### config.mk
export PLATFORM = sky130hd
export DESIGN_NAME = ris_cmd_ctrl
export DESIGN_NICKNAME = d
export VERILOG_FILES = /design/src/rtl/ris_ctrl_pkg.sv /design/src/rtl/ris_cfg_bank.sv /design/src/rtl/ris_cmd_ctrl.sv
export SDC_FILE = /design/constraint.sdc
export NUM_CORES = 1
export LEC_CHECK = 0
export ABC_CLOCK_PERIOD_IN_PS = 5600
export CAP_MARGIN = 10
export CORE_MARGIN = 8
export CORE_UTILIZATION = 30
export CTS_CLUSTER_DIAMETER = 100
export DETAILED_ROUTE_END_ITERATION = 8
export SETUP_SLACK_MARGIN = 0.3
export SYNTH_ARGS = -nofsm -noshare
export SYNTH_HDL_FRONTEND = slang
export SYNTH_SLANG_ARGS = --single-unit
### constraint.sdc
create_clock -name clk -period 5.6 [get_ports clk]
set_input_delay 0.84 -clock clk [delete_from_list [all_inputs] [get_ports clk]]
set_output_delay 0.84 -clock clk [all_outputs]
set_load 0.01 [all_outputs]
### src/rtl/ris_ctrl_pkg.sv
// Shared definitions for the RIS command sequencer: command field map, opcodes,
// FSM/sweep encodings and the command checksum used when RIS_CMD_CKSUM_EN is defined.
package ris_ctrl_pkg;

  localparam int unsigned OP_LSB   = 20;
  localparam int unsigned CHK_LSB  = 16;
  localparam int unsigned ADDR_LSB = 8;
  localparam int unsigned DATA_LSB = 0;
  localparam int unsigned NIB_W    = 4;
  localparam int unsigned ADDR_W   = 8;
  localparam int unsigned DATA_W   = 8;

  localparam logic [NIB_W-1:0] OP_WRITE  = 4'h1;
  localparam logic [NIB_W-1:0] OP_COMMIT = 4'h2;
  localparam logic [NIB_W-1:0] OP_CLEAR  = 4'h3;
  localparam logic [NIB_W-1:0] OP_FILL   = 4'h4;

  typedef enum logic {
    IDLE  = 1'b0,
    SWEEP = 1'b1
  } state_t;

  typedef enum logic [1:0] {
    SW_COPY  = 2'd0,
    SW_CLEAR = 2'd1,
    SW_FILL  = 2'd2
  } sweep_t;

  // Decoded command payload (check nibble handled separately)
  typedef struct packed {
    logic [NIB_W-1:0]  op;
    logic [ADDR_W-1:0] addr;
    logic [DATA_W-1:0] data;
  } cmd_t;

  function automatic logic [NIB_W-1:0] cmd_cksum(input logic [23:0] w);
    return w[OP_LSB +: NIB_W] ^ w[ADDR_LSB+NIB_W +: NIB_W] ^ w[ADDR_LSB +: NIB_W] ^
           w[DATA_LSB+NIB_W +: NIB_W] ^ w[DATA_LSB +: NIB_W];
  endfunction

endpackage

### src/rtl/ris_cfg_bank.sv
// Two banks of per-element phase registers with a single indexed write port
// and flat read-out of both banks.
module ris_cfg_bank #(
  parameter int unsigned N_ELEM  = 16,
  parameter int unsigned PHASE_W = 2,
  parameter int unsigned IDX_W   = 4
) (
  input  logic                      clk,
  input  logic                      rst_n,
  input  logic                      we,
  input  logic                      wbank,
  input  logic [IDX_W-1:0]          widx,
  input  logic [PHASE_W-1:0]        wval,
  output logic [N_ELEM*PHASE_W-1:0] bank0,
  output logic [N_ELEM*PHASE_W-1:0] bank1
);

  always_ff @(posedge clk or negedge rst_n) begin
    if (!rst_n) begin
      bank0 <= '0;
      bank1 <= '0;
    end else if (we) begin
      if (wbank) bank1[widx*PHASE_W +: PHASE_W] <= wval;
      else       bank0[widx*PHASE_W +: PHASE_W] <= wval;
    end
  end

endmodule

### src/rtl/ris_cmd_ctrl.sv
// RIS command sequencer: decodes command words, edits the shadow bank, swaps banks on COMMIT
// and re-syncs shadow with a one-element-per-cycle sweep. Optional checksum: RIS_CMD_CKSUM_EN.
module ris_cmd_ctrl
  import ris_ctrl_pkg::*;
#(
  parameter int unsigned W_IN    = 24,
  parameter int unsigned N_ELEM  = 16,
  parameter int unsigned PHASE_W = 2
) (
  input  logic                      clk,
  input  logic                      rst_n,
  input  logic                      s_valid,
  input  logic [W_IN-1:0]           s_data,
  output logic [N_ELEM*PHASE_W-1:0] elem_cfg,
  output logic                      cfg_update,
  output logic                      busy,
  output logic [7:0]                err_cnt
);

  localparam int unsigned IDX_W = (N_ELEM > 1) ? $clog2(N_ELEM) : 1;
  localparam int unsigned CFG_W = N_ELEM * PHASE_W;

  state_t               state;
  sweep_t               sweep_kind;
  logic [IDX_W-1:0]     cnt;
  logic                 bank_sel;
  logic [PHASE_W-1:0]   fill_val;
  logic                 pend_vld;
  logic [NIB_W-1:0]     pend_op;
  logic [IDX_W-1:0]     pend_idx;
  logic [PHASE_W-1:0]   pend_phase;

  cmd_t                 cmd;
  logic                 legal, accept, drop, sweep_pend;
  logic                 we, wbank;
  logic [IDX_W-1:0]     widx;
  logic [PHASE_W-1:0]   wval, active_elem;
  logic [CFG_W-1:0]     bank0, bank1, active;

  assign busy     = (state == SWEEP);
  assign elem_cfg = active;

  // Command decode and accept/drop decision
  always_comb begin
    cmd.op   = s_data[OP_LSB +: NIB_W];
    cmd.addr = s_data[ADDR_LSB +: ADDR_W];
    cmd.data = s_data[DATA_LSB +: DATA_W];
    legal    = 1'b0;
    case (cmd.op)
      OP_WRITE:                     legal = (32'(cmd.addr) < N_ELEM);
      OP_COMMIT, OP_CLEAR, OP_FILL: legal = 1'b1;
      default:                      legal = 1'b0;
    endcase
`ifdef RIS_CMD_CKSUM_EN
    if (cmd_cksum(24'(s_data)) != s_data[CHK_LSB +: NIB_W]) legal = 1'b0;
`endif
    // A queued sweep-starting command wins over anything arriving right behind it
    sweep_pend = pend_vld && (pend_op != OP_WRITE);
    accept     = s_valid && legal && !busy && !sweep_pend;
    drop       = s_valid && !accept;
  end

`ifdef RIS_CMD_CKSUM_EN
  logic unused_bits;
  assign unused_bits = ^cmd.data;
`else
  logic unused_bits;
  assign unused_bits = ^{cmd.data, s_data[CHK_LSB +: NIB_W]};
`endif

  always_ff @(posedge clk or negedge rst_n) begin
    if (!rst_n) begin
      state      <= IDLE;
      sweep_kind <= SW_COPY;
      cnt        <= '0;
      bank_sel   <= 1'b0;
      fill_val   <= '0;
      pend_vld   <= 1'b0;
      pend_op    <= '0;
      pend_idx   <= '0;
      pend_phase <= '0;
      cfg_update <= 1'b0;
      err_cnt    <= '0;
    end else begin
      cfg_update <= 1'b0;
      pend_vld   <= accept;
      if (accept) begin
        pend_op    <= cmd.op;
        pend_idx   <= cmd.addr[IDX_W-1:0];
        pend_phase <= cmd.data[PHASE_W-1:0];
      end
      if (drop && (err_cnt != 8'hFF)) err_cnt <= err_cnt + 8'd1;
      case (state)
        IDLE: begin
          if (sweep_pend) begin
            state    <= SWEEP;
            cnt      <= '0;
            fill_val <= pend_phase;
            case (pend_op)
              OP_COMMIT: begin
                bank_sel   <= ~bank_sel;
                cfg_update <= 1'b1;
                sweep_kind <= SW_COPY;
              end
              OP_CLEAR: sweep_kind <= SW_CLEAR;
              default:  sweep_kind <= SW_FILL;
            endcase
          end
        end
        SWEEP: begin
          cnt <= cnt + IDX_W'(1);
          if (cnt == IDX_W'(N_ELEM - 1)) state <= IDLE;
        end
        default: state <= IDLE;
      endcase
    end
  end

  // Shadow write port: sweep has priority; a pending WRITE only exists in IDLE
  always_comb begin
    active      = bank_sel ? bank1 : bank0;
    active_elem = active[cnt*PHASE_W +: PHASE_W];
    we          = 1'b0;
    wbank       = ~bank_sel;
    widx        = pend_idx;
    wval        = pend_phase;
    if (state == SWEEP) begin
      we   = 1'b1;
      widx = cnt;
      case (sweep_kind)
        SW_COPY:  wval = active_elem;
        SW_CLEAR: wval = '0;
        default:  wval = fill_val;
      endcase
    end else if (pend_vld && (pend_op == OP_WRITE)) begin
      we = 1'b1;
    end
  end

  ris_cfg_bank #(
    .N_ELEM  (N_ELEM),
    .PHASE_W (PHASE_W),
    .IDX_W   (IDX_W)
  ) u_bank (
    .clk   (clk),
    .rst_n (rst_n),
    .we    (we),
    .wbank (wbank),
    .widx  (widx),
    .wval  (wval),
    .bank0 (bank0),
    .bank1 (bank1)
  );

endmodule

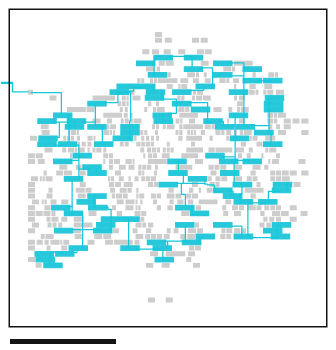
**Above:** run 1 (I/O nets highlighted).
Scale bar: 50 µm.
- `rst_n`: cyan (bits 1; direction input; edge west; end cells 94; buffers 2; wire 758 µm)

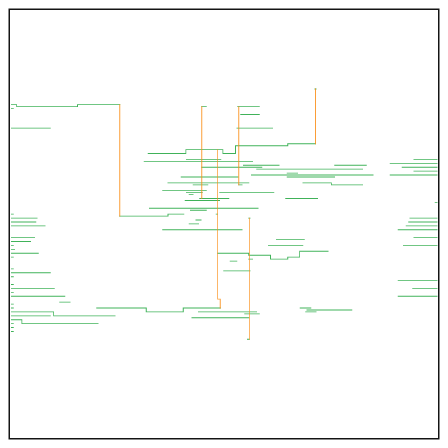
**Above:** run 1 (signal wires by layer).
Two of the layers only.
- met4: orange (wire length 215 µm)
- met3: green (wire length 1140 µm)
routed len/inst: 19.89 µm
GRT Overall Usage: 13.85%

==> summary.txt, run 1 <==
This memo summarizes the results of the implementation run.

Detailed routing
The post-detailed-route DRC marker count is 0. Wire segments on met3 add up to roughly 1100 µm in the final route. Summed over all nets, wire length on met2 after detailed routing comes to 6989 µm. The detailed-route wire length is 15090 µm.

Final timing
The total setup violations reported at the end of the flow is 0. The minimum period implied by the final worst setup slack is 3.852 ns. Endpoints failing hold in the final report were tallied at 0.

Clock tree
CTS reports a maximum clock tree buffer depth of 2. The clock tree root driver cell is clkbuf_16.

Global routing
Global routing used between 4 and 5% of the available met3 tracks. The met1 layer usage reported by global route is roughly 18%.

Layout
The count of clock buffers in the final design is 13. The proportion of final cell area spent on non-clock buffers is 9.878%. Per the cell usage report, the commonest logic cell in the layout is dfrtp_1. The logic area is about 2700 µm². The proportion of cell area spent on the clock network is 4.680%. The number of nets in the layout is around 560.

The non-clock inverter instance count of the final layout is 14.

Run status
The run finished with clean final reports.

Setup path
The end of the worst register-to-register path is u_bank.bank1[31]$_DFFE_PN0P_. The launch point of the critical path is busy$_DFF_PN0_.

Power
The sequential fraction of design power is 29.7%. The power attributed to sequential cells is 0.00115 W.

Die
The number of primary I/O pins is 69.

Yosys
The portion of synthesized cell area occupied by the leading cell type is 44.41%. The gate count of the mapped netlist is 499. After synthesis, the share of flip-flops with an asynchronous set or reset is 100.0%.

Place
At the placement stage, the worst setup path has a slack of 1.779 ns.
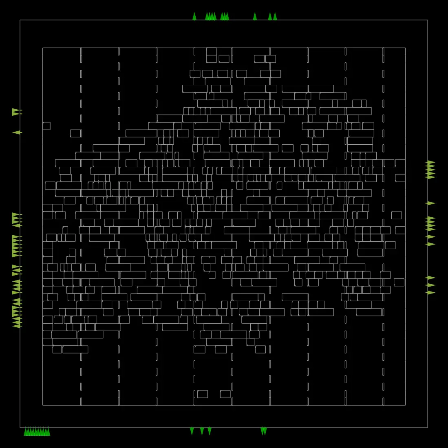
**Above:** run 1 (cell placement).
flop count: 94
share of the final layout cell area in sequential cells: 37.46%
# rows: 48
post-route insts no fill: 759
core region area: 17300 µm²

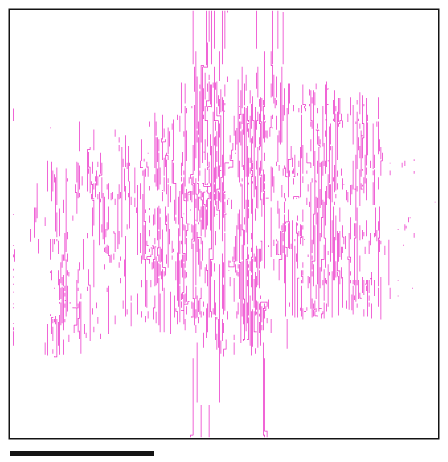
**Above:** run 1 (signal wires on met2).
Scale bar: 50 µm.
- share of all routed wire: 46%
- nets with wire on the layer: 496

[run 1: registers in the layout, summed over array words and instances (netlist names)]
register / flops
bank_sel: 1
busy: 1
cfg_update: 1
cnt: 4
err_cnt: 8
fill_val: 2
pend_idx: 4
pend_op: 4
pend_phase: 2
pend_vld: 1
sweep_kind: 2
u_bank.bank0: 32
u_bank.bank1: 32
[run 1: worst max-delay path, stage by stage, from the launching register on]
cell     delay (ns)
dfrtp_1        0.99
mux2_2         0.34
inv_1          0.07
ha_1           0.32
o21a_1         0.22
or4_1          0.96
or3_1          0.52
o41ai_1        0.30
--- run 2 (diff from run 1) ---
--- a/config.mk
+++ b/config.mk
@@ -5,7 +5,7 @@
 export SDC_FILE = /design/constraint.sdc
 export NUM_CORES = 1
 export LEC_CHECK = 0
-export ABC_CLOCK_PERIOD_IN_PS = 5600
+export ABC_CLOCK_PERIOD_IN_PS = 3800
 export CAP_MARGIN = 10
 export CORE_MARGIN = 8
 export CORE_UTILIZATION = 30
==> constraint.sdc (replaced) <==
create_clock -name clk -period 3.8 [get_ports clk]
set_input_delay 0.57 -clock clk [delete_from_list [all_inputs] [get_ports clk]]
set_output_delay 0.57 -clock clk [all_outputs]
set_load 0.01 [all_outputs]
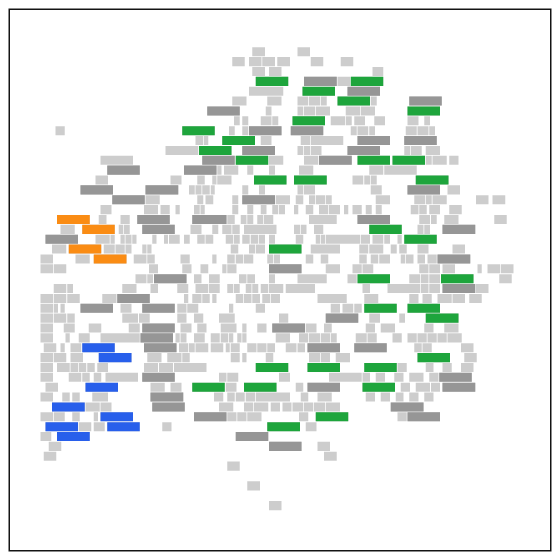
**Above:** run 2 (register map, names as in the netlist).
Other sequential cells in the stronger grey, the rest of the logic in the fainter grey.
- `pend_op`: orange (flops 4; where west)
- `err_cnt`: blue (flops 8; where south-west)
- `u_bank.bank0`: green (flops 32)

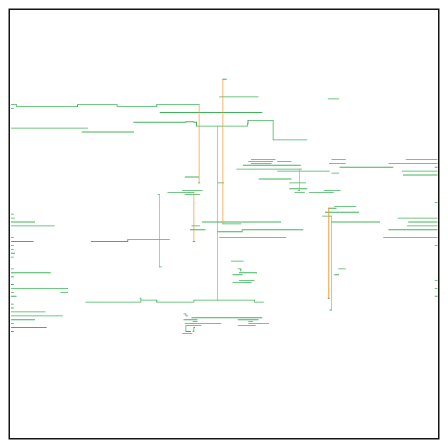
**Above:** run 2 (signal wires by layer).
Two of the layers only.
- met4: orange (wire length 252 µm)
- met3: green (wire length 1020 µm)

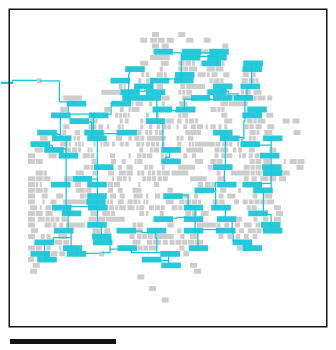
**Above:** run 2 (I/O nets highlighted).
Scale bar: 50 µm.
- `rst_n`: cyan (bits 1; direction input; edge west; end cells 94; buffers 2; wire 784 µm)
I/O Pins: 69
count of port buffers added during placement: 58

==> summary.txt, run 2 <==
This memo summarizes the results of the implementation run.

Yosys
The fraction of registers with async set/reset came to 100.0% (unchanged). The synthesis run identifies the leading combinational cell family as AND-OR/OR-AND gates. The area recorded from the Yosys report for this design is around 5300 µm². Warnings reported by Yosys during synthesis add up to 0. The top flip-flop cell by instance count after synthesis is dfrtp_1. After synthesis, the most frequently instantiated cells are dfrtp_1 (94), o21ai_0 (51), mux2_2 (49), o41ai_1 (41), o31ai_1 (40). The gate count of the mapped netlist is 499 (unchanged). The portion of synthesized cell area occupied by the leading cell type is 44.41% (unchanged).

Power
The sequential fraction of design power was 27.7% (-2.0 points). The power attributed to sequential cells is 0.00163 W (+42%). The total clock network power is between 0.0009 and 0.001 W.

Flow run
In this run the tools logged warnings totalling 36.

Setup path
The end of the worst register-to-register path is u_bank.bank0[15]$_DFFE_PN0P_. The critical path depth in cells is 8 (+1). The slowest cell on the critical path is o21ai_2.

The number of buffers and inverters on the critical path came to 2 (+1). The worst-path maximum fanout is 29. The cell family contributing the most delay on the critical path is AND-OR/OR-AND gates.

The report lists the cells along the critical path as mux2_2 -> inv_1 -> ha_1 -> o21ai_0 -> o21ai_2 -> buf_4 -> or3_1 -> o31ai_1. The highest cell delay on the worst timing path is 0.92 ns (-0.07 ns). The launch point of the critical path is busy$_DFF_PN0_.

Global routing
The met3 capacity usage during global routing is 4.066% (-0.82 points). The overall fraction of global-route tracks in use was 14.00% (+0.15 points). The met1 layer usage reported by global route came to 18.15% (+0.40 points).

Detailed routing
The wire length on met2 came to 7104 µm (+1.6%). The detailed-route wire length came to 15240 µm (+1.0%). The final routed wire length divided by cell count is 19.72 µm (-0.83%). The post-detailed-route DRC marker count is 0 (unchanged). Per the detail_route report, the via count comes to ~4500.

Clock tree
The clock tree buffer depth is 2 (unchanged). The number of gates resized after CTS was 0. Clock tree synthesis selected as its root buffer the cell clkbuf_16.

Final timing
Setup repair after global routing left no endpoint under its margin. The minimum period implied by the final worst setup slack came to 3.262 ns (-0.5894 ns). The count of endpoints failing hold in the final timing report is 0 (unchanged). The total setup violations reported at the end of the flow was 0 (unchanged). The ratio of final minimum period to clock period is 85.85%.

Layout
In the final layout, the registers with the most flip-flops are u_bank.bank0 (32), u_bank.bank1 (32), err_cnt (8). The post-route non-filler standard cell count was 773 (+1.8%). The most instantiated logic cell after routing is dfrtp_1.

The number of nets in the layout is 574 (+2.5%).

Run status
The run finished with clean final reports.

Die
The total number of placement rows is 48 (unchanged). The core utilization before placement is 30.62%. The core outline area was 17300 µm² (unchanged).

Place
The worst setup slack after placement is 0.6355 ns (-1.143 ns).
## run 2: cell types whose count changed in the layout (fill, tap and decap cells not counted)
cell and delta:
clkinv_2 +1, inv_6 +1, clkinvlp_4 +1, clkbuf_1 -3, clkinv_4 +1, clkbuf_8 -1
buf_4 +15, buf_2 -1
## run 2: layout make-up
type	instances	area [µm²]
flip-flops and latches	94	2354
clock inverters	7	73.82
inverters	14	52.55
repair buffers	78	728.2
well taps	225	281.5
clock buffers	9	225.2
multi-input cells	346	2680
fillers	1711	10900
## run 2: cell families after synthesis
group / count (synthesis)
buffers and inverters: 59
adder cells (fa/ha/maj): 4
AND/OR/NAND/NOR: 110
XOR/XNOR: 12
multiplexers: 59
flip-flops: 94
AND-OR/OR-AND: 161
Power and IR drop assume default switching activity.
